$ cat src/rtl/booth_ctrl.sv
// booth_ctrl: sequencing controller for the radix-2 Booth multiplier datapath.
// Loads the operands, runs N_LEN evaluate/shift iterations driven by the
// datapath's {Q0, Q-1} bit pair, then raises Done/Valid for one cycle.
// Optional feature macro: BOOTH_CTRL_OVR_EN adds a sticky Overrun flag that
// records a Start request made while an operation was still in progress.

module booth_ctrl #(
  parameter int N_LEN = 8
) (
  input  logic       Clock,
  input  logic       Reset,
  input  logic       Start,
  input  logic [1:0] Q_in,
  output logic       Busy,
  output logic       Valid,
  output logic       Request,
  output logic       Done,
  output logic       add_s,
  output logic       sub_s,
  output logic       ashift_s
`ifdef BOOTH_CTRL_OVR_EN
  ,
  output logic       Overrun
`endif
);

  localparam int CNT_W = $clog2(N_LEN + 1);

  typedef enum logic [2:0] {
    IDLE   = 3'd0,
    LOAD   = 3'd1,
    EVAL   = 3'd2,
    ADD    = 3'd3,
    SUB    = 3'd4,
    SHIFT  = 3'd5,
    FINISH = 3'd6
  } state_t;

  state_t           state;
  state_t           next_state;
  logic [CNT_W-1:0] cnt;

  logic nxt_busy;
  logic nxt_valid;
  logic nxt_request;
  logic nxt_done;
  logic nxt_add;
  logic nxt_sub;
  logic nxt_ashift;

  // Next-state choice; the Booth bit pair only matters when leaving EVAL,
  // and any unused encoding falls back to IDLE.
  always_comb begin
    next_state = IDLE;
    case (state)
      IDLE:    next_state = Start ? LOAD : IDLE;
      LOAD:    next_state = EVAL;
      EVAL: begin
        case (Q_in)
          2'b01:   next_state = ADD;
          2'b10:   next_state = SUB;
          default: next_state = SHIFT;
        endcase
      end
      ADD:     next_state = SHIFT;
      SUB:     next_state = SHIFT;
      SHIFT:   next_state = (cnt == CNT_W'(1)) ? FINISH : EVAL;
      FINISH:  next_state = IDLE;
      default: next_state = IDLE;
    endcase
  end

  // Moore output decode of the state being entered, so the output flops
  // always mirror the state register one-for-one.
  always_comb begin
    nxt_busy    = 1'b1;
    nxt_valid   = 1'b0;
    nxt_request = 1'b0;
    nxt_done    = 1'b0;
    nxt_add     = 1'b0;
    nxt_sub     = 1'b0;
    nxt_ashift  = 1'b0;
    case (next_state)
      IDLE:    nxt_busy    = 1'b0;
      LOAD:    nxt_request = 1'b1;
      ADD:     nxt_add     = 1'b1;
      SUB:     nxt_sub     = 1'b1;
      SHIFT:   nxt_ashift  = 1'b1;
      FINISH: begin
        nxt_done  = 1'b1;
        nxt_valid = 1'b1;
      end
      default: ;
    endcase
  end

  // State register and registered outputs; reset parks everything in IDLE.
  always_ff @(posedge Clock) begin
    if (Reset) begin
      state    <= IDLE;
      Busy     <= 1'b0;
      Valid    <= 1'b0;
      Request  <= 1'b0;
      Done     <= 1'b0;
      add_s    <= 1'b0;
      sub_s    <= 1'b0;
      ashift_s <= 1'b0;
    end else begin
      state    <= next_state;
      Busy     <= nxt_busy;
      Valid    <= nxt_valid;
      Request  <= nxt_request;
      Done     <= nxt_done;
      add_s    <= nxt_add;
      sub_s    <= nxt_sub;
      ashift_s <= nxt_ashift;
    end
  end

  // Iteration counter: loaded during LOAD, counts down once per shift.
  always_ff @(posedge Clock) begin
    if (Reset) begin
      cnt <= '0;
    end else if (state == LOAD) begin
      cnt <= CNT_W'(N_LEN);
    end else if (state == SHIFT) begin
      cnt <= cnt - CNT_W'(1);
    end
  end

`ifdef BOOTH_CTRL_OVR_EN
  // Sticky flag for a Start seen while busy; an accepted Start clears it.
  always_ff @(posedge Clock) begin
    if (Reset) begin
      Overrun <= 1'b0;
    end else if (Start && (state == IDLE)) begin
      Overrun <= 1'b0;
    end else if (Start && Busy) begin
      Overrun <= 1'b1;
    end
  end
`endif

endmodule

$ cat config.mk
export PLATFORM = sky130hd
export DESIGN_NAME = booth_ctrl
export DESIGN_NICKNAME = d
export VERILOG_FILES = /design/src/rtl/booth_ctrl.sv
export SDC_FILE = /design/constraint.sdc
export NUM_CORES = 1
export LEC_CHECK = 0
export CAP_MARGIN = 20
export CORE_AREA = 8 8 45 47
export DETAILED_ROUTE_END_ITERATION = 7
export DIE_AREA = 0 0 53 55
export PLACE_DENSITY = 0.72
export SLEW_MARGIN = 20
export SYNTH_ARGS = -nofsm -noshare
export SYNTH_HDL_FRONTEND = slang
export SYNTH_SLANG_ARGS = --single-unit
$ cat constraint.sdc
create_clock -name Clock -period 2 [get_ports Clock]
set_input_delay 0.3 -clock Clock [delete_from_list [all_inputs] [get_ports Clock]]
set_output_delay 0.3 -clock Clock [all_outputs]
set_load 0.01 [all_outputs]
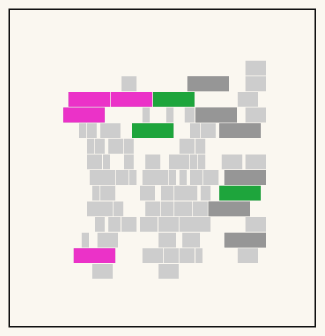
Fig. 1. Sequential cells grouped by signal name (run 1).
Other sequential cells in the stronger grey, the rest of the logic in the fainter grey.
colour	netlist name	flops
magenta	cnt	4
green	state	3
not coloured	6
utilization after layout: 55.2%
seq pwr: 292 uW

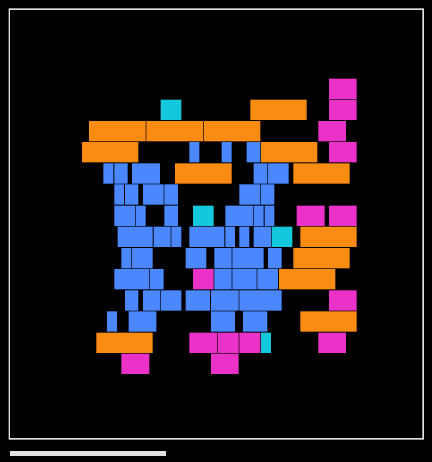
Fig. 2. Cells coloured by class (run 1).
The bar under the picture is 20 um long.
colour	class	cells
blue	all other logic	48
magenta	other buffers and delay cells	14
orange	flops	13
cyan	clock drivers and dummy loads	4
Final Cell Area: 764 sq um
Row Count: 14

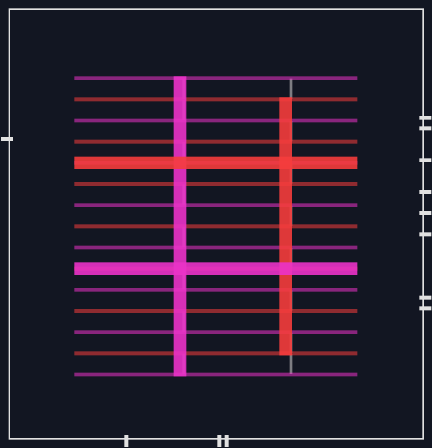
Fig. 3. Floorplan with the power grid (run 1).
Pins as bars on the die edge. Tap cells in grey.
colour	net
magenta	VSS
red	VDD
met4 straps	2
rows	14
die width: 53 um
peak supply drop: 326 uV

==> results.txt, run 1 <==
This memo summarizes the results of the implementation run.

Run status
The flow ran to the end, and the final reports show no timing, DRC or antenna violations.

Synth
For this run, the leading register cell type out of synthesis is sky130_fd_sc_hd__dfxtp_1. The count of library flops with an enable pin is 0. The leading cell type by number of instances after synthesis is sky130_fd_sc_hd__dfxtp_1. Summing the areas of all xor and xnor instances in the mapped netlist gives 1.44% of the synthesized area. Summing the areas of all compound-gate instances in the mapped netlist gives 18.7% of the synthesized area. The area share of the largest cell type after synthesis is 42.7%. For this run, asynchronously set or reset flops after synthesis account for 0%. Counting flops and latches in the post-synthesis netlist gives 13. The number of distinct library cells after synthesis is 34. For reference, simple AND, OR, NAND and NOR cells occupy 27.9% of the area reported after synthesis. Yosys stat counts 66 cells in the synthesized netlist.

Among the non-sequential cells, simple AND/OR/NAND/NOR gates take the most area. The net count after synthesis is 73. After synthesis, the most frequently instantiated cells are sky130_fd_sc_hd__dfxtp_1, sky130_fd_sc_hd__nor2_1, sky130_fd_sc_hd__a21oi_1, sky130_fd_sc_hd__nand2_1.

Summing the sequential cell areas from Yosys gives 42.7% of the chip area. Yosys attributes the largest share of cell area to sky130_fd_sc_hd__dfxtp_1, sky130_fd_sc_hd__a21oi_1, sky130_fd_sc_hd__ha_1.

Hold path
The report gives the cell count of the worst hold path as 2. STA shows the worst min-delay path finishing at cnt[1]. The path type of the worst min-delay path is flop to flop.

Global route
Entering global routing, the biggest net connects 14 pins. For this run, the total global-route usage over all layers was measured as 9.15%. The initial antenna violation count came to 0. Global routing consumed, on the met2 layer, 14.8% of the routing resources. The met1 track utilization from global routing is 9.19%.

The global route stage reports its total congestion overflow as 0. The number of global-route vias before repair is 461.

Power and ir drop
The sequential fraction of design power is 53.8%. The group drawing the most power is registers. The clock network is responsible for 28.5% of the overall power. The power dissipated in the clock network is 155 uW. Cell internal power was estimated by the tool at 406 uW. The switching portion of total power comes to 25.2%. The combinational power is 95.7 uW. The report lists the power per cell area as 709 nW/um^2.

Worst setup path
The maximum fanout count along the critical path is 2. The nature of the critical path startpoint is an input port. The register-to-register setup slack is 0.43 ns. The category of the critical setup timing path is input port to flop. The capturing point of the worst reg2reg path is ashift_s. STA puts the critical path data required time at 2.17 ns. The startpoint identified for the worst register-to-register timing path is state[2].

Placed design
The worst setup timing slack at the placement stage is 0.103 ns. The post-detailed-placement half-perimeter wirelength is 864 um. The cell count after placement is 91.

The global placer's final weighted congestion is 0.715. The total of buffers placed on input and output ports is 11.

Floorplanning
The placeable core region is 1380 sq um. The die outline area is 2920 sq um.

Timing
The final worst hold slack is 0.499 ns. The accumulated negative setup slack is 0 ns. The clock period minus worst slack is 1.60 ns. For the pin with the worst max-slew slack, the measured transition is 0.473 ns.

Clock skew on the completed layout was measured at 0.00380 ns. The flow reports an fmax of 625 MHz. The worst-case headroom to the max-slew limit is 68.4%.

Finish
The area growth from synthesis to layout is 25.5%.

Clock tree
The latest clock arrival within the worst-skew pair is 0.27 ns. The post-cts sizing count is 0. The post-CTS setup buffer count is 0.

The post-CTS hold buffer count recorded in the log is 0. The clock slew seen by the registers of the worst setup and hold paths is 0.07 ns. Per the CTS log, the maximum H-tree level is 1.

The number of clock sinks seen by CTS is 13. TritonCTS built the clock tree.

Detailed routing
The total number of vias is 514. The total wire length after detailed routing is 1150 um. Summed over all nets, wire length on met2 after detailed routing comes to 546 um.

Run
The number of warnings in the stage logs is 27.
-- run 1: critical path, cell delays in order --
cell and delay (ns):
sky130_fd_sc_hd__clkdlybuf4s50_1 0.46, sky130_fd_sc_hd__or3b_1 0.36, sky130_fd_sc_hd__a221o_1 0.33, sky130_fd_sc_hd__a2111oi_2 0.31
-- run 1: layout by cell type, fill, tap and decap left out, types with 2 or more instances in the layout --
cell	n
sky130_fd_sc_hd__a21oi_1	5
sky130_fd_sc_hd__buf_4	3
sky130_fd_sc_hd__clkbuf_4	3
sky130_fd_sc_hd__clkdlybuf4s50_1	11
sky130_fd_sc_hd__dfxtp_1	13
sky130_fd_sc_hd__ha_1	2
sky130_fd_sc_hd__inv_1	2
sky130_fd_sc_hd__nand2_1	4
sky130_fd_sc_hd__nor2_1	6
sky130_fd_sc_hd__nor2b_1	3
sky130_fd_sc_hd__nor3_1	3
sky130_fd_sc_hd__nor3b_1	2
-- run 1: worst max-delay path by stage --
stage	start	cells past startpoint	slack, ns	end
6_report	Q_in[0]	4	0.40	Request
5_1_grt	state[2]	4	0.31	ashift_s
4_1_cts	Q_in[0]	4	0.40	Request
3_5_place_dp	Q_in[0]	4	0.10	Request
3_3_place_gp	Q_in[0]	4	0.13	Request
2_1_floorplan	cnt[1]	5	0.59	Request
-- run 1: final cells by class --
cell class                      count  area [sq um]
Clock buffer                        4          26.3
Fill cell                         136           619
Inverter                            2          7.51
Multi-Input combinational cell     46           318
Sequential cell                    13           260
Tap cell                           16          20.0
Timing Repair Buffer               14           133
-- run 1: sequential cells by signal (all words and copies together), names as in the netlist --
register	count
Busy	1
Done	1
Request	1
add_s	1
ashift_s	1
cnt	4
state	3
sub_s	1
## Run 2: what changed since run 1
--- a/config.mk
+++ b/config.mk
@@ -6,10 +6,10 @@
 export NUM_CORES = 1
 export LEC_CHECK = 0
 export CAP_MARGIN = 20
-export CORE_AREA = 8 8 45 47
+export CORE_MARGIN = 8
+export CORE_UTILIZATION = 43
 export DETAILED_ROUTE_END_ITERATION = 7
-export DIE_AREA = 0 0 53 55
-export PLACE_DENSITY = 0.72
+export PLACE_DENSITY = 0.71
 export SLEW_MARGIN = 20
 export SYNTH_ARGS = -nofsm -noshare
 export SYNTH_HDL_FRONTEND = slang
==> constraint.sdc (replaced) <==
create_clock -name Clock -period 1.4 [get_ports Clock]
set_input_delay 0.21 -clock Clock [delete_from_list [all_inputs] [get_ports Clock]]
set_output_delay 0.21 -clock Clock [all_outputs]
set_load 0.01 [all_outputs]
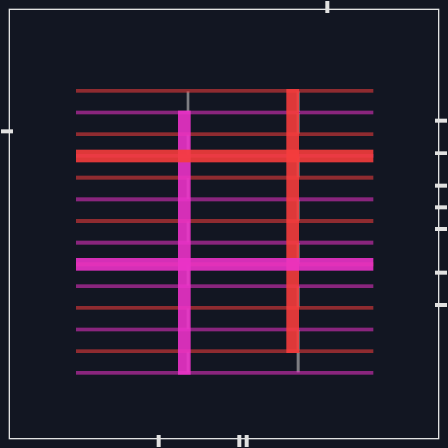
Fig. 4. Floorplan with the power grid (run 2).
Pins as bars on the die edge. Tap cells in grey.
colour	net
red	VDD
magenta	VSS
rows	13
signal pins	12
placeable core region: 1320 sq um
height of the chip: 53.6 um
peak supply drop: 638 uV
die width: 53.6 um

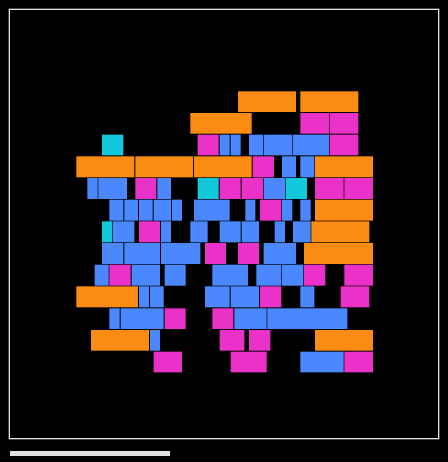
Fig. 5. Cells coloured by class (run 2).
The bar under the picture is 20 um long.
colour	class	cells
magenta	other buffers and delay cells	26
cyan	clock drivers and dummy loads	4
blue	all other logic	48
orange	flops	13
utilization after layout: 68.5%
fraction of area in registers: 29.5%
Final Cell Area: 902 sq um

==> run 2 against run 1 <==
The run now ends with negative setup slack left. Synthesized cell count unchanged. Largest power group unchanged. Count of clock-buffer cells in the layout is the same. Sequential cell count stayed put. Largest cell class unchanged. Register-to-register slack worse by 0.48 ns. Cell count rose by 12%. Design area up 18%. Non-clock buffer count increased by 12. Wire length is 18% higher. Sequential share of layout area fell by 4.5 points. Setup slack worse by 0.45 ns. Combinational power up 100%.
==> results.txt, run 2 <==
This memo summarizes the results of the implementation run.

Worst setup path
The delay of the slowest cell on the worst path is 0.37 ns (was 0.46 ns). The maximum fanout count along the critical path is 3 (was 2). The kind of cell adding the most delay to the critical path is AND-OR/OR-AND gates (unchanged). The arrival time at the worst endpoint is 1.62 ns (was 1.77 ns). The nature of the critical path startpoint was a flop (was input port). Crit path cell chain: or3b_4 -> a221o_1 -> a2111oi_4 (was clkdlybuf4s50_1 -> or3b_1 -> a221o_1 -> a2111oi_2). The category of the critical setup timing path is flop to flop (was input port to flop). The worst-path cell with the longest stage delay is sky130_fd_sc_hd__or3b_4 (was sky130_fd_sc_hd__clkdlybuf4s50_1).

The buffer-and-inverter tally for the worst setup path was 0 (was 1). The worst endpoint required time is 1.57 ns (was 2.17 ns).

Global route
The number of global-route vias before repair is 544 (was 461). The first-pass GRT wire length came to 2380 um (was 1920 um). The largest net degree at the start of global routing is 11 (was 14). The global-route usage over all layers came to 11.2% (was 9.15%). The met1 track utilization from global routing is 12.2% (was 9.19%). The initial antenna violation count is 0 (unchanged). The met2 usage is 18.8% (was 14.8%). The global-route congestion overflow total is 0 (unchanged).

Synth
The leading cell type by number of instances after synthesis is sky130_fd_sc_hd__dfxtp_1 (unchanged). The area share of the largest cell type after synthesis was 42.7% (unchanged). The most used flip-flop cell after synthesis is sky130_fd_sc_hd__dfxtp_1 (unchanged). Top cells by area in the synthesized netlist: sky130_fd_sc_hd__dfxtp_1, sky130_fd_sc_hd__a21oi_1, sky130_fd_sc_hd__ha_1 (unchanged). The number of distinct library cells after synthesis is 34 (unchanged). The count of library flops with an enable pin was 0 (unchanged). The yosys cell count came to 66 (unchanged). The net count after synthesis came to 73 (unchanged). The post-synthesis sequential area ratio is 42.7% (unchanged). Most numerous cell types in the synthesized netlist: sky130_fd_sc_hd__dfxtp_1, sky130_fd_sc_hd__nor2_1, sky130_fd_sc_hd__a21oi_1, sky130_fd_sc_hd__nand2_1 (unchanged). The synthesized flop and latch total is 13 (unchanged).

The post-synthesis async set-or-reset flop share is 0% (unchanged).

Timing
The slack of the critical path is -0.0531 ns (was 0.401 ns). The highest clock rate this design can be run at is 688 MHz. The worst path in the final design needs a cycle of 1.45 ns, including I/O delays and setup.

The worst-case headroom to the max-slew limit is 68.5% (was 68.4%). The setup violation total in the final timing report came to 1 (was 0). The final worst hold slack was 0.456 ns (was 0.499 ns). The worst-margin pin slew is 0.471 ns (was 0.473 ns). The accumulated negative setup slack was -0.0531 ns (was 0 ns).

Finish
The number of nets at the end of the flow is 99 (was 87). Top Layout Cells: sky130_fd_sc_hd__buf_4, sky130_fd_sc_hd__dfxtp_1, sky130_fd_sc_hd__clkdlybuf4s50_1, sky130_fd_sc_hd__nor2_1, sky130_fd_sc_hd__a21oi_1 (was sky130_fd_sc_hd__dfxtp_1, sky130_fd_sc_hd__clkdlybuf4s50_1, sky130_fd_sc_hd__nor2_1, sky130_fd_sc_hd__a21oi_1, sky130_fd_sc_hd__nand2_1). The layout-stage area growth over the synthesis result came to 48.0% (was 25.5%). The number of flip-flops under the largest register name is 4 (unchanged). The largest register by flop count was cnt (unchanged). The most frequently placed logic cell in the final layout is sky130_fd_sc_hd__buf_4 (was sky130_fd_sc_hd__dfxtp_1). Registers with the most flip-flops: cnt (4), state (3) (unchanged).

Run status
The final reports fail on negative setup slack. Result of the run: finished with violations (was finished, final reports clean).

Floorplanning
The count of standard-cell rows is 13 (was 14). The die outline area is 2880 sq um (was 2920 sq um).

Placed design
The post-detailed-placement half-perimeter wirelength came to 1000 um (was 864 um). The total of buffers placed on input and output ports was 11 (unchanged). The global placer's final weighted congestion is 0.749 (was 0.715). The worst setup timing slack at the placement stage came to -0.415 ns (was 0.103 ns).

The cell count after placement is 100 (was 91).

Detailed routing
The total wire length after detailed routing came to 1350 um (was 1150 um). The total number of vias came to 578 (was 514). The remaining design rule violation count is 0 (unchanged).

The total length of routed met2 wires is 666 um (was 546 um).

Power and ir drop
The relative contribution of the clock network to total power is 28.0% (was 28.5%). The power per cell area is 926 nW/um^2 (was 709 nW/um^2). The total internal power is 608 uW (was 406 uW). The switching share of total power was 27.3% (was 25.2%). The total power is 836 uW (was 542 uW). The sequential fraction of design power is 48.7% (was 53.8%).

Clock tree
The H-tree depth reported by CTS is 1 (unchanged). The clock slew seen by the registers of the worst setup and hold paths was 0.08 ns (was 0.07 ns). The number of clock sinks seen by CTS is 13 (unchanged).

The TritonCTS clock tree is done (unchanged).

Hold path
The path type of the worst min-delay path is input port to flop (was flop to flop).

Run
The number of warnings in the stage logs is 29 (was 27).
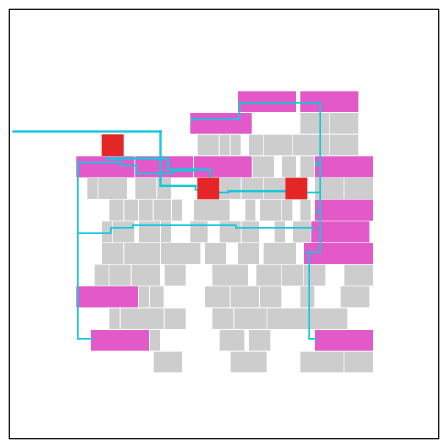
Fig. 6. Routed clock nets over the placement (run 2).
[red] cells driving clock nets | count: 3
[cyan] clock wires | length: 185 um
[magenta] flip-flops | count: 13
routed clock nets	4
total clock network power: 234 uW
clock skew: 0.00576 ns
clock latency on the worst-skew pair: 0.27 ns

-- run 2: netlist changes by cell type in the layout (fill, tap and decap cells not counted), moves of 2 or more --
cell,delta
sky130_fd_sc_hd__nor3b_1,-2
sky130_fd_sc_hd__clkdlybuf4s50_1,-2
sky130_fd_sc_hd__dfxtp_2,+2
sky130_fd_sc_hd__buf_4,+12
sky130_fd_sc_hd__dfxtp_1,-3
sky130_fd_sc_hd__nor3b_2,+2
-- run 2: cell families after synthesis --
group	count (synthesis)	synth area share [%]
adder cells (fa/ha/maj)	2	4.11
XOR/XNOR	1	1.44
buffers and inverters	7	5.13
AND-OR/OR-AND	15	18.7
flip-flops	13	42.7
AND/OR/NAND/NOR	28	27.9
-- run 2: final cells by class --
type	count	area (sq um)
Tap cell	15	18.8
Timing Repair Buffer	26	224
Inverter	2	7.51
Multi-Input combinational cell	46	359
Fill cell	100	415
Sequential cell	13	267
Clock buffer	4	26.3
-- run 2: final timing paths --
check                 from      end  slack [ns]  cells after the start
setup reg to reg  state[0]  Request       -0.05                      3
hold / removal     Q_in[1]  Request        0.46                      4
setup / recovery  state[0]  Request       -0.05                      3
hold reg to reg     cnt[2]   cnt[2]        0.51                      2
-- run 2: timing repair --
action | CTS | global route
resized | 6 | 9
endpoints found under the hold margin | 0 | 0
endpoints found under the setup margin | 3 | 5
hold buffers | 0 | 0
pin swaps | 2 | 3
setup buffers | 0 | 2
-- run 2: power groups by stage --
stage	clock (mW)	combinational, mW	sequential, mW
after floorplan	0	0.0902	0.415
after global placement	0	0.170	0.415
after detailed placement	0	0.171	0.415
after CTS	0.243	0.176	0.408
after global routing	0.267	0.213	0.411
final	0.234	0.194	0.407
## Run 3: what changed since run 2
--- a/config.mk
+++ b/config.mk
@@ -7,10 +7,11 @@
 export LEC_CHECK = 0
 export CAP_MARGIN = 20
 export CORE_MARGIN = 8
-export CORE_UTILIZATION = 43
+export CORE_UTILIZATION = 28
 export DETAILED_ROUTE_END_ITERATION = 7
-export PLACE_DENSITY = 0.71
+export SKIP_LAST_GASP = 1
 export SLEW_MARGIN = 20
 export SYNTH_ARGS = -nofsm -noshare
 export SYNTH_HDL_FRONTEND = slang
 export SYNTH_SLANG_ARGS = --single-unit
+export TNS_END_PERCENT = 5
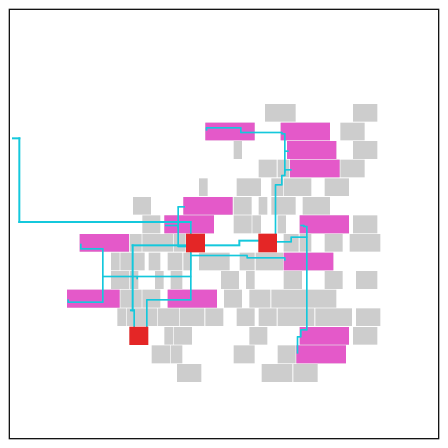
Fig. 7. Routed clock nets over the placement (run 3).
[red] cells driving clock nets | count: 3
[cyan] clock wires | length: 207 um
[magenta] flip-flops | count: 13
routed clock nets	4
clock skew: 0.00802 ns
clock latency on the worst-skew pair: 0.28 ns
share of power burned in the clock network: 28.6%
total clock network power: 243 uW

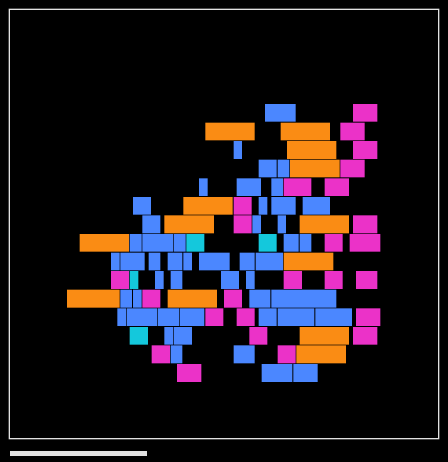
Fig. 8. Cells coloured by class (run 3).
The bar under the picture is 20 um long.
colour	class	cells
magenta	other buffers and delay cells	25
blue	all other logic	48
cyan	clock drivers and dummy loads	4
orange	flops	13
Row Count: 17
Final Cell Area: 915 sq um
placeable core region: 2130 sq um

==> run 3 against run 2 <==
The flow now finishes without violations. Wire length is 13% higher. Register-to-register slack improved by 0.06 ns. Sequential power about the same. Critical path depth increased by 1. Sequential share of layout area decreased by 0.95 points. Fmax grew 4.6%. Global-route usage down 3.2 points. First-iteration DRC count grew 30%. Clock skew rose by 0.0023 ns.
==> results.txt, run 3 <==
This memo summarizes the results of the implementation run.

Run status
Result of the run: finished, final reports clean (was finished with violations).

Power and ir drop
The total internal power is 612 uW (was 608 uW). The total power is 850 uW (was 836 uW). The combinational power share is 23.9% (was 23.2%).

The leakage component of the power is 0.368 nW (was 0.365 nW). The switching share of total power is 28.0% (was 27.3%). The sequential fraction of design power came to 47.5% (was 48.7%).

The power per cell area is 929 nW/um^2 (was 926 nW/um^2). The worst IR drop on VDD is 499 uV (was 638 uV). The switching power of the nets was 238 uW (was 228 uW).

Floorplanning
The core utilization at floorplan is 28.6% (was 46.2%). The I/O pin count is 12 (unchanged). The vertical die size is 62.7 um (was 53.6 um). The horizontal die dimension is 62.7 um (was 53.6 um).

The die outline area came to 3930 sq um (was 2880 sq um).

Worst setup path
The category of the critical setup timing path is flop to flop (unchanged). The maximum fanout count along the critical path is 4 (was 3). The buffer-and-inverter tally for the worst setup path is 1 (was 0). The critical path endpoint category is a flop (unchanged). The nature of the critical path startpoint is a flop (unchanged). The delay of the slowest cell on the worst path is 0.40 ns (was 0.37 ns).

The path length in cells of the critical path is 4 (was 3). The kind of cell adding the most delay to the critical path is simple AND/OR/NAND/NOR gates (was AND-OR/OR-AND gates). The number of cell instances on the worst register-to-register path came to 4 (was 3). The origin of the worst setup path is state[0] (unchanged). The worst endpoint required time is 1.56 ns (was 1.57 ns). The worst-path cell with the longest stage delay is sky130_fd_sc_hd__or3b_4 (unchanged). Crit path cell chain: or3b_4 -> a221oi_4 -> buf_6 -> nor3_1 (was or3b_4 -> a221o_1 -> a2111oi_4). The arrival time at the worst endpoint was 1.55 ns (was 1.62 ns). The origin of the critical flop-to-flop path is state[0] (unchanged).

Global route
The number of global-route vias before repair came to 592 (was 544). The first-pass GRT wire length came to 2550 um (was 2380 um). The global-route usage over all layers is 8.04% (was 11.2%).

The largest net degree at the start of global routing came to 10 (was 11). The initial antenna violation count is 0 (unchanged). The global-route congestion overflow total is 0 (unchanged).

Synth
The count of library flops with an enable pin is 0 (unchanged). The post-synthesis sequential area ratio is 42.7% (unchanged). The total cell area reported by yosys after synthesis was 609 sq um (unchanged).

The number of standard cells after synthesis came to 66 (unchanged). The top cell type by total area after synthesis is sky130_fd_sc_hd__dfxtp_1 (unchanged). Most numerous cell types in the synthesized netlist: sky130_fd_sc_hd__dfxtp_1, sky130_fd_sc_hd__nor2_1, sky130_fd_sc_hd__a21oi_1, sky130_fd_sc_hd__nand2_1 (unchanged). The post-synthesis async set-or-reset flop share came to 0% (unchanged). The synthesized flop and latch total is 13 (unchanged).

The area share of the largest cell type after synthesis was 42.7% (unchanged). The net count after synthesis came to 73 (unchanged). The leading cell type by number of instances after synthesis is sky130_fd_sc_hd__dfxtp_1 (unchanged).

The yosys cell count came to 66 (unchanged). Top cells by area in the synthesized netlist: sky130_fd_sc_hd__dfxtp_1, sky130_fd_sc_hd__a21oi_1, sky130_fd_sc_hd__ha_1 (unchanged). The synthesized area per cell is 9.23 sq um (unchanged). The number of distinct library cells after synthesis is 34 (unchanged). The most used flip-flop cell after synthesis was sky130_fd_sc_hd__dfxtp_1 (unchanged).

Placed design
The global placer's final weighted congestion is 0.818 (was 0.749). The post-detailed-placement half-perimeter wirelength came to 1050 um (was 1000 um). The total of buffers placed on input and output ports was 11 (unchanged). The cell count after placement is 114 (was 100).

Clock tree
The H-tree depth reported by CTS is 1 (unchanged). The post-cts sizing count is 3 (was 6). The clock tree root buffer cell was sky130_fd_sc_hd__clkbuf_4 (unchanged). The quantity of hold-fixing buffers added after cts came to 0 (unchanged). The post-CTS setup buffer count is 0 (unchanged). The number of clock sinks seen by CTS is 13 (unchanged). The TritonCTS buffer count is 3 (unchanged).

The clock slew seen by the registers of the worst setup and hold paths was 0.09 ns (was 0.08 ns). The TritonCTS clock tree is done (unchanged).

Timing
The post-route clock period utilization is 99.3% (was 104%). The worst-margin pin slew is 0.353 ns (was 0.471 ns). The worst-case headroom to the max-slew limit is 76.4% (was 68.5%). The final-report max-slew violation count was 0 (unchanged). The final worst hold slack was 0.443 ns (was 0.456 ns). The clock period minus worst slack is 1.39 ns (was 1.45 ns). RSZ-0062 raised after global routing: yes (unchanged).

The setup violation total in the final timing report was 0 (was 1). The peak clock frequency supported by timing is 720 MHz (was 688 MHz).

Finish
The number of nets at the end of the flow is 98 (was 99). The number of flip-flops under the largest register name is 4 (unchanged). The most frequently placed logic cell in the final layout is sky130_fd_sc_hd__buf_4 (unchanged).

The final standard cell count with taps included and fillers excluded is 118 (was 106). Registers with the most flip-flops: cnt (4), state (3) (unchanged). The share of final-layout standard cells stronger than drive strength 1 is 32.2% (was 34.1%).

Top Layout Cells: sky130_fd_sc_hd__buf_4, sky130_fd_sc_hd__dfxtp_1, sky130_fd_sc_hd__clkdlybuf4s50_1, sky130_fd_sc_hd__nor2_1, sky130_fd_sc_hd__a21oi_1 (unchanged). The antenna diode count was 0 (unchanged). The layout-stage area growth over the synthesis result came to 50.1% (was 48.0%). The largest register by flop count is cnt (unchanged).

Detailed routing
The wire length per cell after detailed routing is 13.0 um (was 12.8 um). The remaining design rule violation count is 0 (unchanged). The final antenna-violating net count is 0 (unchanged).

The total number of vias is 582 (was 578). The via density per instance is 4.93 (was 5.45). The iteration-0 DRC count of the detailed router came to 13 (was 10). The total wire length after detailed routing is 1530 um (was 1350 um).

Hold path
The number of cells on the worst hold path was 4 (unchanged). The worst hold path startpoint is Q_in[1] (unchanged). The path type of the worst min-delay path is input port to flop (unchanged).

Run
The number of maximum-capacitance violations is 0 (unchanged). The number of warnings in the stage logs is 28 (was 29).
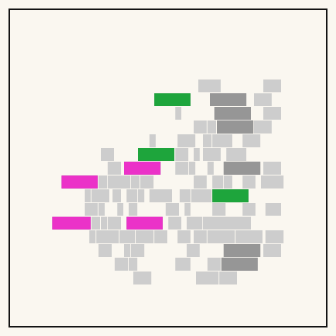
Fig. 9. Sequential cells grouped by signal name (run 3).
Other sequential cells in the stronger grey, the rest of the logic in the fainter grey.
colour	netlist name	flops
green	state	3
magenta	cnt	4
not coloured	6
seq pwr: 404 uW
fraction of area in registers: 28.6%
area taken by flip-flops and latches: 262 sq um

## run 3: cell counts after synthesis
No cell type changed its count.
## run 3: layout make-up
cell class | instances | area (sq um)
Tap cell | 28 | 35.0
Sequential cell | 13 | 262
Inverter | 2 | 7.51
Timing Repair Buffer | 25 | 220
Multi-Input combinational cell | 46 | 364
Clock buffer | 4 | 26.3
Fill cell | 196 | 1210
## run 3: through the flow
stage	instance area, sq um	utilization [%]	TNS [ns]	setup WS, ns
2_1_floorplan	611	-	0	0.00533
3_3_place_gp	837	39.4	-2.36	-0.422
3_5_place_dp	837	39.4	-2.26	-0.414
4_1_cts	871	40.9	0	0.00405
5_1_grt	915	43.0	-0.117	-0.0350
6_report	915	43.0	0	0.0102
## run 3: final timing paths
kind                            slack (ns)      end
worst max register to register        0.01     Done
worst min register to register        0.53   cnt[2]
worst max-delay path                  0.01     Done
worst min-delay path                  0.44  Request
## run 3: cell families (layout without fill, tap and decap cells)
| family | Yosys count | after routing | share of synthesized area (%) |
|---|---|---|---|
| AND/OR/NAND/NOR | 28 | 28 | 27.9 |
| XOR/XNOR | 1 | 1 | 1.44 |
| AND-OR/OR-AND | 15 | 15 | 18.7 |
| buffers and inverters | 7 | 31 | 5.13 |
| adder cells (fa/ha/maj) | 2 | 2 | 4.11 |
| flip-flops | 13 | 13 | 42.7 |
## run 3: power by group through the flow
stage,logic (mW),clock network (mW),registers (mW)
finish,0.203,0.243,0.404
floorplan,0.0902,0,0.415
detailed placement,0.179,0,0.412
global route,0.222,0.265,0.407
global placement,0.179,0,0.412
CTS,0.184,0.245,0.403
## run 3: routing by layer
layer / GRT usage (%) / up-vias / wire length, um
li1: - / 289 / -
met1: 7.72 / 267 / 676
met2: 12.7 / 20 / 688
met3: 5.20 / 6 / 130
met4: 4.84 / 0 / 36
met5: 0 / - / 0
No activity file was given, so power comes from the tool's default toggle rates.
